$ cat config.mk
export PLATFORM = sky130hd
export DESIGN_NAME = nco_phase_freq_meter
export DESIGN_NICKNAME = d
export VERILOG_FILES = /design/src/rtl/nco_phase_freq_meter.sv
export SDC_FILE = /design/constraint.sdc
export NUM_CORES = 1
export LEC_CHECK = 0
export ABC_AREA = 1
export CAP_MARGIN = 20
export CORE_MARGIN = 2
export CORE_UTILIZATION = 35
export DETAILED_ROUTE_END_ITERATION = 8
export PLACE_DENSITY = 0.57
export SYNTH_ARGS = -nofsm -noshare
export SYNTH_HDL_FRONTEND = slang
export SYNTH_SLANG_ARGS = --single-unit
$ cat constraint.sdc
create_clock -name clk -period 5 [get_ports clk]
set_input_delay 1.25 -clock clk [delete_from_list [all_inputs] [get_ports clk]]
set_output_delay 1.25 -clock clk [all_outputs]
set_load 0.005 [all_outputs]
$ cat src/rtl/nco_phase_freq_meter.sv
// nco_phase_freq_meter
// Receive-side phase/frequency meter for the NCO. Each accepted sin/cos pair
// is converted to a phase with a sequential vectoring CORDIC (one
// micro-rotation per enabled clock). Successive phase differences are
// averaged over 2^LOG2_AVG samples to estimate the generating phase increment.
module nco_phase_freq_meter #(
    parameter int DW       = 14,
    parameter int PW       = 32,
    parameter int ITER     = 16,
    parameter int LOG2_AVG = 4
) (
    input  logic                 clk,
    input  logic                 reset,
    input  logic                 clken,
    input  logic                 in_valid,
    output logic                 in_ready,
    input  logic signed [DW-1:0] sin_i,
    input  logic signed [DW-1:0] cos_i,
    output logic [PW-1:0]        phase_o,
    output logic                 phase_valid,
    output logic [PW-1:0]        phi_inc_o,
    output logic                 out_valid
);

    // Datapath widths: 4 guard bits cover the CORDIC gain on |v| <= sqrt(2)*2^(DW-1)
    localparam int XW = DW + 4;
    localparam int AW = PW + LOG2_AVG;
    localparam int IW = (ITER > 1) ? $clog2(ITER) : 1;

    // The arctangent table is held at 32-bit resolution and rounded down to PW
    localparam int          ATAN_SH   = (PW < 32) ? (32 - PW) : 0;
    localparam int          ATAN_RSH  = (ATAN_SH > 0) ? (ATAN_SH - 1) : 0;
    localparam logic [32:0] ATAN_RND  = (ATAN_SH > 0) ? (33'd1 << ATAN_RSH) : 33'd0;
    localparam logic [IW-1:0] ITER_LAST = IW'(ITER - 1);

    typedef enum logic [1:0] {
        ST_IDLE = 2'd0,
        ST_PRE  = 2'd1,
        ST_ITER = 2'd2,
        ST_POST = 2'd3
    } state_t;

    // round(atan(2^-i) / (2*pi) * 2^32), rescaled to PW bits
    function automatic logic [PW-1:0] atan_f(input logic [4:0] idx);
        logic [31:0] a32;
        logic [32:0] a33;
        case (idx)
            5'd0:    a32 = 32'h2000_0000;
            5'd1:    a32 = 32'h12E4_051E;
            5'd2:    a32 = 32'h09FB_385B;
            5'd3:    a32 = 32'h0511_11D4;
            5'd4:    a32 = 32'h028B_0D43;
            5'd5:    a32 = 32'h0145_D7E1;
            5'd6:    a32 = 32'h00A2_F61E;
            5'd7:    a32 = 32'h0051_7C55;
            5'd8:    a32 = 32'h0028_BE53;
            5'd9:    a32 = 32'h0014_5F2F;
            5'd10:   a32 = 32'h000A_2F98;
            5'd11:   a32 = 32'h0005_17CC;
            5'd12:   a32 = 32'h0002_8BE6;
            5'd13:   a32 = 32'h0001_45F3;
            5'd14:   a32 = 32'h0000_A2FA;
            5'd15:   a32 = 32'h0000_517D;
            5'd16:   a32 = 32'h0000_28BE;
            5'd17:   a32 = 32'h0000_145F;
            5'd18:   a32 = 32'h0000_0A30;
            5'd19:   a32 = 32'h0000_0518;
            5'd20:   a32 = 32'h0000_028C;
            5'd21:   a32 = 32'h0000_0146;
            5'd22:   a32 = 32'h0000_00A3;
            5'd23:   a32 = 32'h0000_0051;
            5'd24:   a32 = 32'h0000_0029;
            5'd25:   a32 = 32'h0000_0014;
            5'd26:   a32 = 32'h0000_000A;
            5'd27:   a32 = 32'h0000_0005;
            5'd28:   a32 = 32'h0000_0003;
            5'd29:   a32 = 32'h0000_0001;
            5'd30:   a32 = 32'h0000_0001;
            default: a32 = 32'h0000_0000;
        endcase
        a33 = {1'b0, a32} + ATAN_RND;
        return PW'(a33 >> ATAN_SH);
    endfunction

    state_t               state_r;
    logic [IW-1:0]        iter_cnt_r;
    logic signed [XW-1:0] x_r;
    logic signed [XW-1:0] y_r;
    logic [PW-1:0]        z_r;
    logic                 zero_r;
    logic                 have_prev_r;
    logic [PW-1:0]        prev_phase_r;
    logic [AW-1:0]        acc_r;
    logic [LOG2_AVG-1:0]  cnt_r;
    logic                 avg_pend_r;
    logic                 in_ready_r;
    logic [PW-1:0]        phase_r;
    logic                 phase_valid_r;
    logic [PW-1:0]        phi_inc_r;
    logic                 out_valid_r;

    logic [PW-1:0]        atan_s;
    logic signed [XW-1:0] x_sh_s;
    logic signed [XW-1:0] y_sh_s;
    logic signed [XW-1:0] x_step_s;
    logic signed [XW-1:0] y_step_s;
    logic [PW-1:0]        z_step_s;
    logic [PW-1:0]        diff_s;
    logic [AW-1:0]        acc_sum_s;

    // One CORDIC micro-rotation plus the phase-difference accumulation term
    always_comb begin
        atan_s = atan_f(5'(iter_cnt_r));
        x_sh_s = x_r >>> iter_cnt_r;
        y_sh_s = y_r >>> iter_cnt_r;
        if (!y_r[XW-1]) begin
            x_step_s = x_r + y_sh_s;
            y_step_s = y_r - x_sh_s;
            z_step_s = z_r + atan_s;
        end else begin
            x_step_s = x_r - y_sh_s;
            y_step_s = y_r + x_sh_s;
            z_step_s = z_r - atan_s;
        end
        diff_s    = z_r - prev_phase_r;
        acc_sum_s = acc_r + {{LOG2_AVG{diff_s[PW-1]}}, diff_s};
    end

    // Control FSM, CORDIC registers, frequency accumulator and output registers
    always_ff @(posedge clk) begin
        if (reset) begin
            state_r       <= ST_IDLE;
            iter_cnt_r    <= '0;
            x_r           <= '0;
            y_r           <= '0;
            z_r           <= '0;
            zero_r        <= 1'b0;
            have_prev_r   <= 1'b0;
            prev_phase_r  <= '0;
            acc_r         <= '0;
            cnt_r         <= '0;
            avg_pend_r    <= 1'b0;
            in_ready_r    <= 1'b1;
            phase_r       <= '0;
            phase_valid_r <= 1'b0;
            phi_inc_r     <= '0;
            out_valid_r   <= 1'b0;
        end else if (clken) begin
            phase_valid_r <= 1'b0;
            out_valid_r   <= 1'b0;

            // A completed window is published one cycle after its last phase
            if (avg_pend_r) begin
                phi_inc_r   <= acc_r[AW-1:LOG2_AVG];
                out_valid_r <= 1'b1;
                acc_r       <= '0;
                cnt_r       <= '0;
                avg_pend_r  <= 1'b0;
            end else begin
                avg_pend_r  <= 1'b0;
            end

            case (state_r)
                ST_IDLE: begin
                    if (in_valid) begin
                        x_r        <= {{4{cos_i[DW-1]}}, cos_i};
                        y_r        <= {{4{sin_i[DW-1]}}, sin_i};
                        zero_r     <= (cos_i == '0) && (sin_i == '0);
                        in_ready_r <= 1'b0;
                        state_r    <= ST_PRE;
                    end else begin
                        state_r    <= ST_IDLE;
                    end
                end
                ST_PRE: begin
                    // Fold the left half-plane onto the right by a half-turn rotation
                    if (x_r[XW-1]) begin
                        x_r <= -x_r;
                        y_r <= -y_r;
                        z_r <= {1'b1, {(PW-1){1'b0}}};
                    end else begin
                        z_r <= '0;
                    end
                    iter_cnt_r <= '0;
                    state_r    <= ST_ITER;
                end
                ST_ITER: begin
                    x_r <= x_step_s;
                    y_r <= y_step_s;
                    z_r <= z_step_s;
                    if (iter_cnt_r == ITER_LAST) begin
                        iter_cnt_r <= '0;
                        state_r    <= ST_POST;
                    end else begin
                        iter_cnt_r <= iter_cnt_r + IW'(1);
                    end
                end
                ST_POST: begin
                    phase_valid_r <= 1'b1;
                    in_ready_r    <= 1'b1;
                    state_r       <= ST_IDLE;
                    if (zero_r) begin
                        // A zero vector has no phase; it must not disturb the estimate
                        phase_r <= '0;
                    end else begin
                        phase_r      <= z_r;
                        prev_phase_r <= z_r;
                        if (!have_prev_r) begin
                            have_prev_r <= 1'b1;
                        end else begin
                            acc_r <= acc_sum_s;
                            cnt_r <= cnt_r + LOG2_AVG'(1);
                            if (cnt_r == '1) begin
                                avg_pend_r <= 1'b1;
                            end else begin
                                avg_pend_r <= 1'b0;
                            end
                        end
                    end
                end
                default: begin
                    state_r <= ST_IDLE;
                end
            endcase
        end else begin
            state_r <= state_r;
        end
    end

    assign in_ready    = in_ready_r;
    assign phase_o     = phase_r;
    assign phase_valid = phase_valid_r;
    assign phi_inc_o   = phi_inc_r;
    assign out_valid   = out_valid_r;

endmodule

### Cell placement

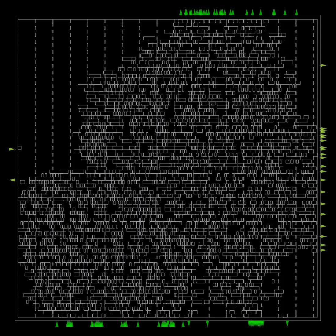
fill count: 6228
final cell count without fillers: 4003
Std-Cell Rows: 87

### PDN straps and rails

Scale bar: 50 um. Pins as bars on the die edge. Tap cells in grey.
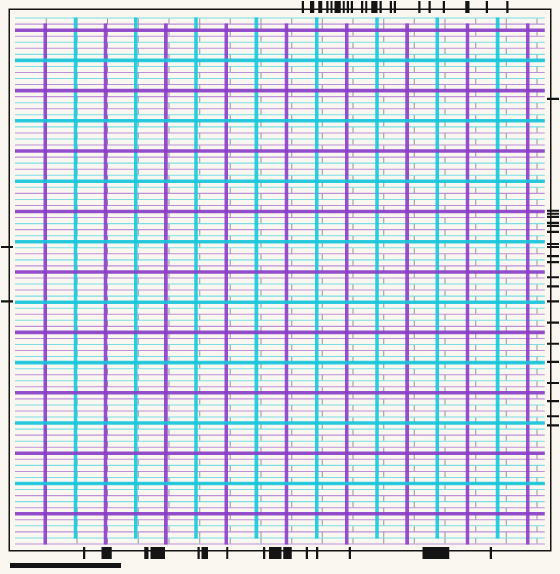
legend:
  cyan:
    net: VDD
  purple:
    net: VSS
met4 straps: 17
signal pins: 99
met5 straps: 17
met1 rails: 88
tap cells: 756
Die H: 243.0 um
Core ar.: 56390 um2
worst vdd ir: 0.3395 mV

==> out/metrics.yaml <==
grt_overflow: 0
synthCells: 3174
finalClockSkew_ps: 13.70
p_clk_frac: 0.280
cp.arrival_ps: 5050
setup.worst_path.start_class: "register"
yosys_most_used_dff: "dfxtp_1"
min_period_ps: 4501
p_leak_nw: 9.914
ys_cells: 3174
ys_top_cells_by_area: "dfxtp_1 25%, nand2_1 14%, a21oi_1 9.8%, ha_1 9.4%, o21ai_0 7.4%"
drt_iter0_markers: 1379
crit_path_end_kind: "register"
mux_share: 0.001001
rsz0062_at_grt: "no"
clk_pin_slew_ps: 60
worst_pin_slew_ps: 1067
synth.cellmix.simpleShare: 0.2835
cp.required_ps: 5550
dp_cells: 3945
initial_core_util: 0.3545
p_comb_frac: 0.448
cts_setup_buffers: 0
critical_path_class: "reg2reg"
synth_async_sr_flop_share: 0
gp_congestion: 0.9281
adder_share: 0.09889
status: "completed"
htree_num_levels: 1
maxCapViolCount: 0
cts_tree: "done"
synth.avg_cell_area_um2: 6.299
warnings: 36
clock_path_buffers: 3
yosysSeqAreaShare: 0.2463
syn2layout_area_growth_pct: 13.73
### Port wiring

Scale bar: 50 um.
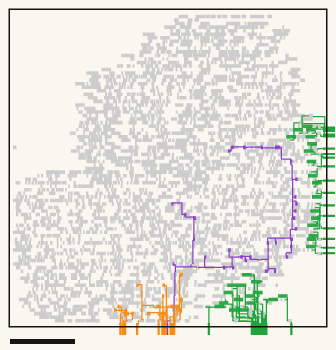
legend:
  green:
    port: phi_inc_o
    bits: 32
    direction: output
    edge: 17 right, 15 bottom
    end_cells: 32
    wire: 808 um
  orange:
    port: sin_i
    bits: 14
    direction: input
    edge: bottom
    end_cells: 18
    wire: 357 um
  purple:
    port: clken
    bits: 1
    direction: input
    edge: bottom
    end_cells: 32
    wire: 443 um
IO Pins: 99
I/O Buffers: 98

### Sequential cells coloured by netlist name

Scale bar: 50 um. Other sequential cells in the stronger grey, the rest of the logic in the fainter grey.
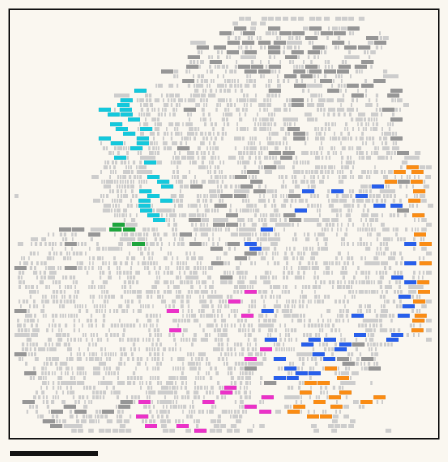
legend:
  magenta:
    netlist_name: y_r
    placed_flops: 18
    where: bottom middle
  cyan:
    netlist_name: atan_s
    placed_flops: 30
  blue:
    netlist_name: acc_r
    placed_flops: 36
  orange:
    netlist_name: phi_inc_o
    placed_flops: 32
  green:
    netlist_name: iter_cnt_r
    placed_flops: 4
    where: left middle
not coloured: 126
Seq group: 2.15 mW
Final Util: 0.4032

-- cell usage in the layout, fill, tap and decap left out, drive strengths merged, types with 8 or more instances in the layout --
cell	n
nand4	32
o211ai	23
nor4	14
o21a	9
nand3	222
buf	40
nand2	741
clkbuf	38
or2	20
xor2	75
o21bai	8
nor3	26
nor2	292
inv	308
o221ai	8
o21ai	340
clkdlybuf4s50	97
a21boi	12
dfxtp	246
a21oi	394
a31oi	35
a21o	14
clkinv	13
ha	150
xnor2	37
-- how the worst max path moves through the flow --
stage / start / to / slack (ps)
2_1_floorplan: z_r[0] / acc_r[33] / 1160
3_3_place_gp: z_r[2] / acc_r[26] / 460
3_5_place_dp: z_r[2] / acc_r[26] / 500
4_1_cts: z_r[2] / acc_r[26] / 470
5_1_grt: z_r[0] / acc_r[35] / 10
6_report: z_r[0] / acc_r[35] / 500
-- metal layers --
layer  share of wire  vias to the layer above  GRT usage
met1            0.45                     9595     0.2809
li1                -                    10842          -
met3           0.041                      130    0.02377
met2            0.47                      473     0.3729
met5               0                        -          0
met4           0.036                        0    0.07578
-- power by group through the flow --
stage | combinational [mW] | sequential, mW | clock [mW]
after floorplan | 2.67 | 2.13 | 0
after global placement | 3.50 | 2.19 | 0
after detailed placement | 3.50 | 2.19 | 0
after CTS | 3.51 | 2.14 | 2.27
after global routing | 3.99 | 2.16 | 2.35
final | 3.54 | 2.15 | 2.21
-- sequential cells by signal, summed over array words and instances, names as in the netlist, 2 cells and up --
signal / count
iter_cnt_r: 4
z_r: 32
atan_s: 30
y_r: 18
acc_r: 36
prev_phase_r: 32
state_r: 2
x_r: 18
phase_o: 32
phi_inc_o: 32
cnt_r: 4
-- through the flow --
| stage | util | area (um2) | power (mW) |
|---|---|---|---|
| 4_1_cts | 0.4025 | 22700 | 7.925 |
| 3_3_place_gp | 0.3847 | 21690 | 5.693 |
| 5_1_grt | 0.4032 | 22740 | 8.496 |
| 2_1_floorplan | - | 19990 | 4.796 |
| 6_report | 0.4032 | 22740 | 7.896 |
| 3_5_place_dp | 0.3847 | 21690 | 5.684 |
-- critical path, stage by stage (launching register included) --
cell     delay, ps
dfxtp_1        350
inv_1           80
ha_1           220
fa_1           430
nor3_1         200
nor2_1         100
o21ai_1        190
nand2_1         80
nand2_1        140
inv_1           60
o21ai_1        230
a21oi_1        140
xnor2_1        160
ha_1           390
nand2_1        120
nor2_1         210
nand2_1        120
nor4b_1        420
nand3_1        140
nand3_1        180
nand3_1        140
nand4_1        110
nand3_1         70
a21oi_1        150
-- layout make-up --
type	instances	area (um2)
Timing Repair Buffer	137	1304
Tap cell	756	945.9
Sequential cell	246	4926
Fill cell	6228	33650
Multi-Input combinational cell	2499	13400
Inverter	308	1159
Clock buffer	38	832.0
Clock inverter	19	170.2
-- repair_timing --
action	in CTS	in global routing
hold endpoints to repair	0	0
gates resized	0	3
endpoints found under the setup margin	0	4
-- cell families (layout without fill, tap and decap cells) --
kind of cell | Yosys count | count (layout)
adders and majority gates | 155 | 155
xor gates and xnor gates | 112 | 112
muxes | 2 | 2
DFF | 246 | 246
AOI/OAI and AO/OA | 871 | 871
and+or+nand+nor | 1359 | 1359
buffers and inverters | 429 | 502
Power is estimated from default activity; no workload was simulated.
